File: config.mk
export PLATFORM = sky130hd
export DESIGN_NAME = multiword_add_sequencer
export DESIGN_NICKNAME = d
export VERILOG_FILES = /design/src/rtl/multiword_add_sequencer_pkg.sv /design/src/rtl/multiword_add_sequencer.sv
export SDC_FILE = /design/constraint.sdc
export NUM_CORES = 1
export LEC_CHECK = 0
export ABC_AREA = 1
export CAP_MARGIN = 5
export CORE_ASPECT_RATIO = 1.2
export CORE_MARGIN = 1.5
export CORE_UTILIZATION = 53
export CTS_CLUSTER_DIAMETER = 120
export DETAILED_ROUTE_END_ITERATION = 6
export GPL_TIMING_DRIVEN = 1
export PLACE_DENSITY_LB_ADDON = 0.08
export SLEW_MARGIN = 20
export SYNTH_ARGS = -nofsm -noshare
export SYNTH_HDL_FRONTEND = slang
export SYNTH_SLANG_ARGS = --single-unit
export TNS_END_PERCENT = 100
File: constraint.sdc
create_clock -name clk -period 5.98 [get_ports clk]
set_input_delay 0.598 -clock clk [delete_from_list [all_inputs] [get_ports clk]]
set_output_delay 0.598 -clock clk [all_outputs]
set_load 0.005 [all_outputs]
File: src/rtl/multiword_add_sequencer_pkg.sv
// Shared definitions for the multi-word add sequencer: FSM encoding, counter
// sizing helper and a word-slice macro.
package multiword_add_sequencer_pkg;

  typedef enum logic [1:0] {
    IDLE = 2'd0,
    RUN  = 2'd1,
    DONE = 2'd2
  } state_e;

  // A 1-word build still needs a 1-bit counter so the vector is never zero-width.
  function automatic int cnt_w(input int words);
    return (words > 1) ? $clog2(words) : 1;
  endfunction

endpackage

`define MWA_WORD(vec, k, w) vec[(k)*(w) +: (w)]

File: src/rtl/multiword_add_sequencer.sv
// Serialises one WIDTH*WORDS-bit addition onto an external WIDTH-bit adder slice,
// LSW first, rippling the carry through a register between words.
module multiword_add_sequencer
  import multiword_add_sequencer_pkg::*;
#(
  parameter int WIDTH = 16,
  parameter int WORDS = 4
) (
  input  logic                     clk,
  input  logic                     rst_n,
  input  logic                     in_valid,
  output logic                     in_ready,
  input  logic [WIDTH*WORDS-1:0]   op_a,
  input  logic [WIDTH*WORDS-1:0]   op_b,
  input  logic                     cin,
  output logic                     out_valid,
  input  logic                     out_ready,
  output logic [WIDTH*WORDS-1:0]   sum,
  output logic                     cout,
  output logic [WIDTH-1:0]         add_a,
  output logic [WIDTH-1:0]         add_b,
  output logic                     add_cin,
  input  logic [WIDTH-1:0]         add_s,
  input  logic                     add_cout
);

  localparam int N  = WIDTH * WORDS;
  localparam int KW = cnt_w(WORDS);
  localparam logic [KW-1:0] K_LAST = KW'(WORDS - 1);

  state_e          r_state;
  state_e          w_state_nxt;
  logic [KW-1:0]   r_k;
  logic [N-1:0]    r_a;
  logic [N-1:0]    r_b;
  logic [N-1:0]    r_sum;
  logic            r_carry;
  logic            r_cout;
  logic            w_last;

  assign w_last    = (r_k == K_LAST);
  assign in_ready  = (r_state == IDLE);
  assign out_valid = (r_state == DONE);
  assign sum       = r_sum;
  assign cout      = r_cout;

  always_ff @(posedge clk or negedge rst_n) begin
    if (!rst_n) r_state <= IDLE;
    else        r_state <= w_state_nxt;
  end

  always_comb begin
    w_state_nxt = r_state;
    case (r_state)
      IDLE:    if (in_valid)  w_state_nxt = RUN;
      RUN:     if (w_last)    w_state_nxt = DONE;
      DONE:    if (out_ready) w_state_nxt = IDLE;
      default:                w_state_nxt = IDLE;
    endcase
  end

  // Slice inputs are held at zero outside RUN so the adder never toggles idly.
  always_comb begin
    add_a   = '0;
    add_b   = '0;
    add_cin = 1'b0;
    if (r_state == RUN) begin
      add_a   = `MWA_WORD(r_a, int'(r_k), WIDTH);
      add_b   = `MWA_WORD(r_b, int'(r_k), WIDTH);
      add_cin = r_carry;
    end
  end

  always_ff @(posedge clk or negedge rst_n) begin
    if (!rst_n) begin
      r_k     <= '0;
      r_a     <= '0;
      r_b     <= '0;
      r_sum   <= '0;
      r_carry <= 1'b0;
      r_cout  <= 1'b0;
    end else begin
      case (r_state)
        IDLE: begin
          if (in_valid) begin
            r_a     <= op_a;
            r_b     <= op_b;
            r_carry <= cin;
            r_k     <= '0;
          end
        end
        RUN: begin
          `MWA_WORD(r_sum, int'(r_k), WIDTH) <= add_s;
          r_carry <= add_cout;
          if (w_last) begin
            r_cout <= add_cout;
            r_k    <= '0;
          end else begin
            r_k <= r_k + KW'(1);
          end
        end
        default: ;
      endcase
    end
  end

endmodule

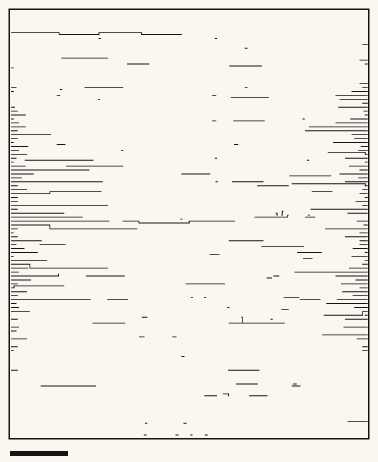
Run 1: M3 wires
Scale bar: 20 µm.
wire length on this layer: 1,470 µm
share of all routed wire: 6.1%
nets with wire on the layer: 175
main direction: horizontal

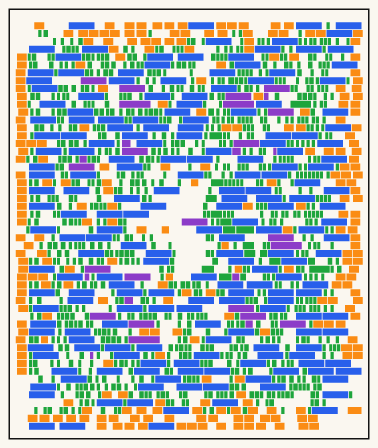
Run 1: placed cells, one color a class
legend:
  combinational and other logic:
    color: green
    cells: 941
    share_of_their_area: 33%
  clock drivers and dummy loads:
    color: purple
    cells: 31
    share_of_their_area: 5.1%
  other buffers and delay cells:
    color: orange
    cells: 256
    share_of_their_area: 21%
  flops:
    color: blue
    cells: 198
    share_of_their_area: 41%

==> summary.txt, run 1 <==
fresh numbers from the pnr run: status complete, no violations, post-synth area from yosys stat 0.00932 mm², Comb group 0.00313 W, CP Class flip-flop to primary output, # setup viols final 0, Pwr Total 0.00652 W, floorplan row count 52, clk cell area share 4.94%, cycle use final 56.7%, CP max stage delay 0.56 ns, placed cell areas 0.0118 mm², clock buffers 19, diode count 0, met2 wire length 11,900 µm, I/O pin total 250, gr busiest metal met2, TNS Setup 0 ns, largest net degree at the start of global routing 185, power density cells 526 mW/mm², Tap Cells 216, Post-Syn Area 0.00932 mm², synth-to-layout area growth 32.9%, total track usage 27.1%, Die Width 124 µm, Primary FF master, synth dfrtp_1, uppermost layer routed met4, area fraction in compound gates 8.97%, Non-CTS buffers 256, routing usage on met2 44.3%, net switching power figure 0.00249 W, drc violations 0, leading area contributor after synthesis dfrtp_1, Die ar. 0.0184 mm², Inserted Clock Buffers 17, Post-synth top cells 344 x nand2_1, 198 x dfrtp_1, 181 x inv_1, 160 x a21oi_1, 146 x nor2_1, synthesized area per cell 7.72 µm², worst rel slew slack 30.4%, Least-Margin Pin Slew 1.04 ns, crit path max-delay cell type inv_2, Comb area 0.00329 mm², logic gate share of total power 48.0%, Adders+Majority by Area 0.671%, post-synthesis sequential area ratio 53.2%, syn nets 1,362, CP Capture Type primary output, Vias/cell 5.02, IO buf count 249, worst min-delay path class primary input to asynchronous set/reset pin, met1 WL 10,100 µm, worst r2r src r_k[0], inverter count 186, CP Cell Sequence inv_2 > buf_4 > nand2_1 > nand3_1 > a21oi_1 > clkdlybuf4s50_1, unrepaired setup endpoints after global routing false, Hold Worst Slack 0.108 ns, DR WL met3 1470 µm, core area 0.0170 mm², Peak supply drop 0.373 mV, FP Util 54.7%, Startpoint Class flip-flop, DR vias 8,235, crit path launch r_k[0], top cells, area dfrtp_1 53%, nand2_1 14%, a21oi_1 8.6%, cell family with most CP delay buffers and inverters, Yosys Instances 1,207, global-route wire length before repair 38,700 µm, fin nets 1,569, met3 usage 5.56%, Non-clock buffer share 20.6%, Gate Count Post-Synth 1,207, hold_buf cts 0, Reg power frac 33.6%, wire length per cell 14.7 µm, r2r endpoint sum[2], dpl cells 1,611, First-pass DRT Iterations 5, Stages on worst setup path 6, vias in the first global route 7,867, Clk Latency, worst-skew pair 0.43 ns, dominant kind of combinational cell simple AND/OR/NAND/NOR gates
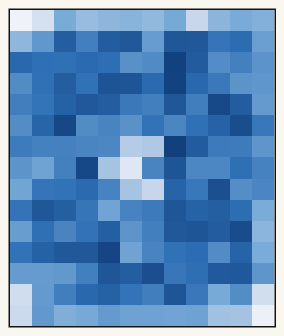
Run 1: placement density heat map
12 x 15 tiles, from white (low) to dark blue (high), 0 to 100% covered.
fullest tile: 94%
tiles over 75% full: 33%
mean over tiles: 66%

## Run 2: what changed since run 1
CORE_UTILIZATION = 49   (was 53)
clock period = 3.4 ns   (was 5.98 ns; I/O delays follow)
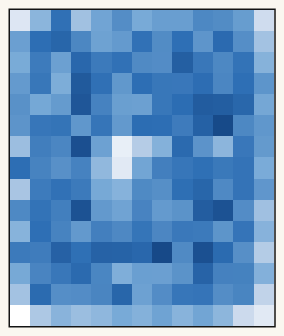
Run 2: placement density heat map
13 x 15 tiles, from white (low) to dark blue (high), 0 to 100% covered.
mean over tiles: 62%
fullest tile: 90%
tiles over 75% full: 17%
nearly empty tiles: 0.50%

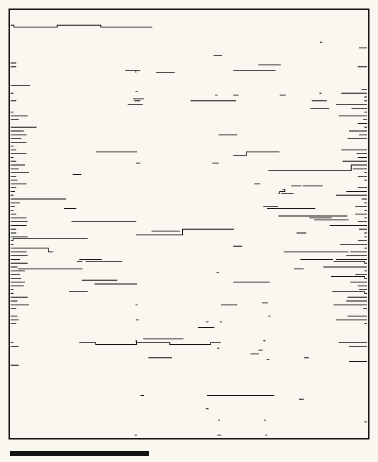
Run 2: M3 wires
Scale bar: 50 µm.
nets with wire on the layer: 174
wire length on this layer: 1,220 µm

==> run 2 against run 1 <==
Against the previous run: non-clock buffer count up 7; routed wire length is 0.27% higher; sequential power up 76%; final cell count rose by 2.9%; clock power grew 78%; worst hold slack gained 0.36 ns; count of clock-buffer cells in the layout fell by 1; first-iteration DRC count decreased by 6.5%; worst setup slack worse by 1.9 ns; register-to-register slack worse by 2.0 ns; global-route usage down 2.0 points; sequential share of layout area fell by 0.49 points; critical path type unchanged; largest cell class unchanged; largest power group unchanged.
==> summary.txt, run 2 <==
fresh numbers from the pnr run: wire length per cell 14.3 µm (was 14.7 µm), multi-input logic cell count 755 (unchanged), WP buf/inv 3 (unchanged), num sequential 198 (unchanged), CP Class flip-flop to primary output (unchanged), Least-Margin Pin Slew 0.774 ns (was 1.04 ns), Pwr Total 0.0115 W (was 0.00652 W), drc violations 0 (unchanged), Die ar. 0.0199 mm² (was 0.0184 mm²), post-cts sizing count 0 (unchanged), vias in the first global route 7,807 (was 7,867), Primary FF master, synth dfrtp_1 (unchanged), Cell Count, Final, Fillers Out 1,690 (was 1,642), # setup viols final 0 (unchanged), Top cells excl fill/tap 344 x nand2_1, 248 x clkdlybuf4s50_1, 197 x dfrtp_1, 181 x inv_1, 160 x a21oi_1 (unchanged), met2 wire length 11,800 µm (was 11,900 µm), Reg power frac 33.4% (was 33.6%), gpl congestion 0.824 (was 0.858), clock share of power 18.6% (was 18.4%), Int Pwr 0.00708 W (was 0.00402 W), Inserted Clock Buffers 17 (unchanged), post-CTS setup repair buffer count 0 (unchanged), Hold Path Origin op_b[52], crit path max-delay cell type clkdlybuf4s50_1 (was inv_2), DR WL met3 1220 µm (was 1470 µm), met1 WL 10,600 µm (was 10,100 µm), yosys xor share 0% (unchanged), I/O pin total 250 (unchanged), max cap viols 0 (unchanged), Tap Cells 256 (was 216), Clk Latency, worst-skew pair 0.44 ns (was 0.43 ns), clk cell area share 5.00% (was 4.94%), First-pass DRT Iterations 5 (unchanged), Finished Cell Area 0.0125 mm² (was 0.0124 mm²), leading area contributor after synthesis dfrtp_1 (unchanged), CTS H-tree lvls 4 (unchanged), cycle use final 79.2%, Non-clock buffer share 21.1% (was 20.6%), worst r2r src r_k[0] (unchanged), synthesized area per cell 7.72 µm² (unchanged), Synth flops 198 (unchanged), Commonest Layout Cell nand2_1 (unchanged), inverter count 186 (unchanged), Final Hold Fails 0 (unchanged), fraction of layout cells with a size suffix above 1 4.39% (was 3.79%), register share of the cell area 39.5% (was 40.0%), max-slew violations 0 (unchanged), fin util 67.0% (was 72.6%), global route overflow 0 (unchanged), Worst Hold Path Cells 3, syn nets 1,362 (unchanged), Post-Syn Area 0.00932 mm² (unchanged), Post-synth top cells 344 x nand2_1, 198 x dfrtp_1, 181 x inv_1, 160 x a21oi_1, 146 x nor2_1 (unchanged), Worst Path Required 3.06 ns (was 5.38 ns), Vias/cell 4.89 (was 5.02), EDFF count, synth 0 (unchanged), Comb area share 26.3% (was 26.6%), Setup WS pre-CTS 0.964 ns (was 3.01 ns), largest net degree at the start of global routing 106 (was 185), post-synth area from yosys stat 0.00932 mm² (unchanged), area fraction in compound gates 8.97% (unchanged), CP max stage delay 0.49 ns (was 0.56 ns), crit path launch r_k[0] (unchanged), Non-CTS buffers 263 (was 256), Lkg Pwr 6.43 nW (was 6.37 nW), post-synthesis sequential area ratio 53.2% (unchanged), Comb group 0.00554 W (was 0.00313 W), net switching power figure 0.00445 W (was 0.00249 W), hpwl dp 16,700 µm (was 16,200 µm), r2r endpoint sum[55] (was sum[2]), DR vias 8,259 (was 8,235), MUX share of area 0% (unchanged), Biggest consumer combinational logic (unchanged), Max clock buf depth 2 (unchanged), CP Capture Type primary output (unchanged), post-route ant nets 0 (unchanged), Startpoint Class flip-flop (unchanged), Clock Tree Root clkbuf_16 (unchanged), total track usage 25.1% (was 27.1%), Stages on worst setup path 6 (unchanged), Yosys Instances 1,207 (unchanged), top-count cell post-synth nand2_1 (unchanged), fin nets 1,576 (was 1,569), power density cells 920 mW/mm² (was 526 mW/mm²), core area 0.0187 mm² (was 0.0170 mm²), crit path DAT 2.35 ns (was 2.79 ns), Comb area 0.00329 mm² (unchanged), status complete, no violations (unchanged), Largest cell class registers (unchanged), logic gate share of total power 48.0% (about the same), # fillers 1,659 (was 1,388), R2R depth 6 (was 9), Seq power 0.00385 W (was 0.00219 W), CTS sink cnt 198 (unchanged), reg2reg setup slack 0.96 ns (was 2.99 ns), CP Cell Sequence inv_2 > buf_4 > nand2_1 > nand3_1 > a21oi_1 > clkdlybuf4s50_1 (unchanged), synth-to-layout area growth 34.6% (was 32.9%), DIE HEIGHT 154 µm (was 148 µm), Starting DRT DRC Count 571 (was 611), Hold Worst Slack 0.468 ns (was 0.108 ns), dpl cells 1,657 (was 1,611), gr busiest metal met2 (unchanged), Die Width 129 µm (was 124 µm), worst min-delay path class primary input to flip-flop (was primary input to asynchronous set/reset pin), clock skew 0.00861 ns (was 0.00641 ns), Gate Count Post-Synth 1,207 (unchanged), clock buffers 18 (was 19), routing usage on met2 40.6% (was 44.3%), placed cell areas 0.0119 mm² (was 0.0118 mm²), hold_buf cts 1 (was 0), Reg area 0.00496 mm² (unchanged), diode count 0 (unchanged), dominant kind of combinational cell simple AND/OR/NAND/NOR gates (unchanged), uppermost layer routed met4 (unchanged), met3 usage 3.93% (was 5.56%), worst rel slew slack 48.4% (was 30.4%), max frequency 371 MHz, FP Util 49.8% (was 54.7%), Peak supply drop 0.507 mV (was 0.373 mV), unrepaired setup endpoints after global routing false (unchanged), GR Util met1 34.2% (was 35.7%), global-route wire length before repair 38,800 µm (was 38,700 µm), post-synthesis simple-gate area fraction 25.6% (unchanged), post-synthesis cell type count 24 (unchanged), TNS Setup 0 ns (unchanged), floorplan row count 55 (was 52), Adders+Majority by Area 0.671% (unchanged), switch share 38.6% (was 38.3%), Ys Warns 0 (unchanged), cell family with most CP delay buffers and inverters (unchanged), IO buf count 249 (unchanged), P_clk 0.00214 W (was 0.00120 W), top cells, area dfrtp_1 53%, nand2_1 14%, a21oi_1 8.6% (unchanged), CP max FO 29 (was 43)
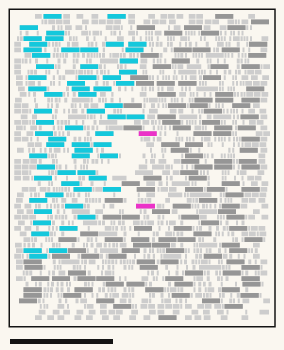
Run 2: sequential cells grouped by signal name
Scale bar: 50 µm. Other sequential cells in the stronger gray, the rest of the logic in the fainter gray.
legend:
  r_k:
    color: magenta
    placed_flops: 2
  r_b:
    color: cyan
    placed_flops: 64
not colored: 132

## Run 3: what changed since run 2
CORE_UTILIZATION = 44   (was 49)
clock period = 2.3 ns   (was 3.4 ns; I/O delays follow)
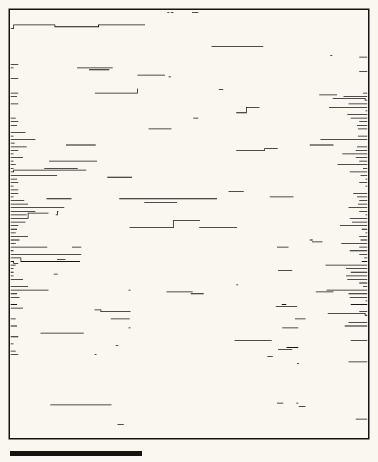
Run 3: M3 wires
Scale bar: 50 µm.
nets with wire on the layer: 161
share of all routed wire: 4.6%
main direction: horizontal
wire length on this layer: 1,170 µm

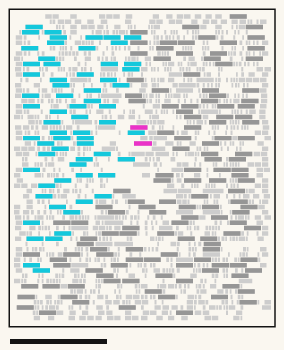
Run 3: sequential cells grouped by signal name
Scale bar: 50 µm. Other sequential cells in the stronger gray, the rest of the logic in the fainter gray.
legend:
  r_k:
    color: magenta
    placed_flops: 2
  r_b:
    color: cyan
    placed_flops: 64
not colored: 132

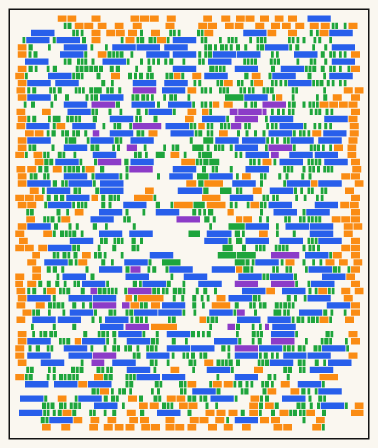
Run 3: placed cells, one color a class
legend:
  flops:
    color: blue
    cells: 198
    share_of_their_area: 40%
  other buffers and delay cells:
    color: orange
    cells: 274
    share_of_their_area: 23%
  clock drivers and dummy loads:
    color: purple
    cells: 32
    share_of_their_area: 4.8%
  combinational and other logic:
    color: green
    cells: 942
    share_of_their_area: 33%

==> run 3 against run 2 <==
Against the previous run: register-to-register slack worse by 0.53 ns; total power is 51% higher; routed wire length is 5.6% higher; first-iteration DRC count is 11% lower; combinational power is 56% higher; utilization is 5.9 points lower; synthesized area stayed put; final cell count is 1.5% higher; design area is 1.8% higher; sequential power is 48% higher; critical path depth is 1 lower; die size is 11% higher.
==> summary.txt, run 3 <==
fresh numbers from the pnr run: num sequential 198 (unchanged), Die ar. 0.0221 mm² (was 0.0199 mm²), max-slew violations 0 (unchanged), worst rel slew slack 66.4% (was 48.4%), wire length per cell 14.9 µm (was 14.3 µm), largest net degree at the start of global routing 70 (was 106), WP buf/inv 2 (was 3), core area 0.0209 mm² (was 0.0187 mm²), r2r endpoint sum[32] (was sum[55]), max cap viols 0 (unchanged), Vias/cell 4.78 (was 4.89), vias in the first global route 7,899 (was 7,807), drc violations 0 (unchanged), gr busiest metal met2 (unchanged), Comb area 0.00334 mm² (was 0.00329 mm²), post-synthesis cell type count 24 (unchanged), gpl congestion 0.850 (was 0.824), reg2reg setup slack 0.43 ns (was 0.96 ns), R2R depth 6 (unchanged), Pwr Total 0.0174 W (was 0.0115 W), CP max FO 69 (was 29), DR vias 8,209 (was 8,259), diode count 0 (unchanged), dpl cells 1,680 (was 1,657), syn nets 1,362 (unchanged), CP Cell Sequence buf_12 > nand2_1 > nand3_1 > a21oi_1 > clkdlybuf4s50_1 (was inv_2 > buf_4 > nand2_1 > nand3_1 > a21oi_1 > clkdlybuf4s50_1), unrepaired setup endpoints after global routing true (was false), Starting DRT DRC Count 511 (was 571), synth-to-layout area growth 37.0% (was 34.6%), Reg power frac 32.8% (was 33.4%), Comb group 0.00863 W (was 0.00554 W), TNS Setup 0 ns (unchanged), global-route wire length before repair 40,400 µm (was 38,800 µm), hold_buf cts 1 (unchanged), fin util 61.1% (was 67.0%), First-pass DRT Iterations 4 (was 5), Clock Tree Root clkbuf_16 (unchanged), Comb area share 26.2% (was 26.3%), CP max stage delay 0.53 ns (was 0.49 ns), Setup WS pre-CTS 0.307 ns (was 0.964 ns), FP Util 44.6% (was 49.8%), Commonest Layout Cell nand2_1 (unchanged), net switching power figure 0.00677 W (was 0.00445 W), Clk Latency, worst-skew pair 0.44 ns (about the same), switch share 38.9% (was 38.6%), clock share of power 17.6% (was 18.6%), Post-Syn Area 0.00932 mm² (unchanged), status complete, no violations (unchanged), post-synthesis sequential area ratio 53.2% (unchanged), Max clock buf depth 2 (unchanged), Non-CTS buffers 274 (was 263), register share of the cell area 38.8% (was 39.5%), Tap Cells 270 (was 256), power density cells 1360 mW/mm² (was 920 mW/mm²), Post-synth top cells 344 x nand2_1, 198 x dfrtp_1, 181 x inv_1, 160 x a21oi_1, 146 x nor2_1 (unchanged), multi-input logic cell count 756 (was 755), dominant kind of combinational cell simple AND/OR/NAND/NOR gates (unchanged), met1 WL 11,500 µm (was 10,600 µm), Worst Path Required 2.07 ns (was 3.06 ns), Int Pwr 0.0106 W (was 0.00708 W), met2 wire length 12,400 µm (was 11,800 µm), floorplan row count 58 (was 55), top cells, area dfrtp_1 53%, nand2_1 14%, a21oi_1 8.6% (unchanged), clk cell area share 4.71% (was 5.00%), Gate Count Post-Synth 1,207 (unchanged), # fillers 1,941 (was 1,659), Top cells excl fill/tap 344 x nand2_1, 246 x clkdlybuf4s50_1, 196 x dfrtp_1, 180 x inv_1, 156 x a21oi_1 (was 344 x nand2_1, 248 x clkdlybuf4s50_1, 197 x dfrtp_1, 181 x inv_1, 160 x a21oi_1), Cell Count, Final, Fillers Out 1,716 (was 1,690), logic gate share of total power 49.6% (was 48.0%), Yosys Instances 1,207 (unchanged), CTS H-tree lvls 4 (unchanged), Final Hold Fails 0 (unchanged), CP Class flip-flop to primary output (unchanged), cycle use final 98.9%, post-synth area from yosys stat 0.00932 mm² (unchanged), worst min-delay path class primary input to asynchronous set/reset pin (was primary input to flip-flop), CTS sink cnt 198 (unchanged), Ys Warns 0 (unchanged), # setup viols final 0 (unchanged), post-CTS setup repair buffer count 0 (unchanged), fraction of layout cells with a size suffix above 1 5.67% (was 4.39%)
No activity file was given, so power comes from the tool's default toggle rates.
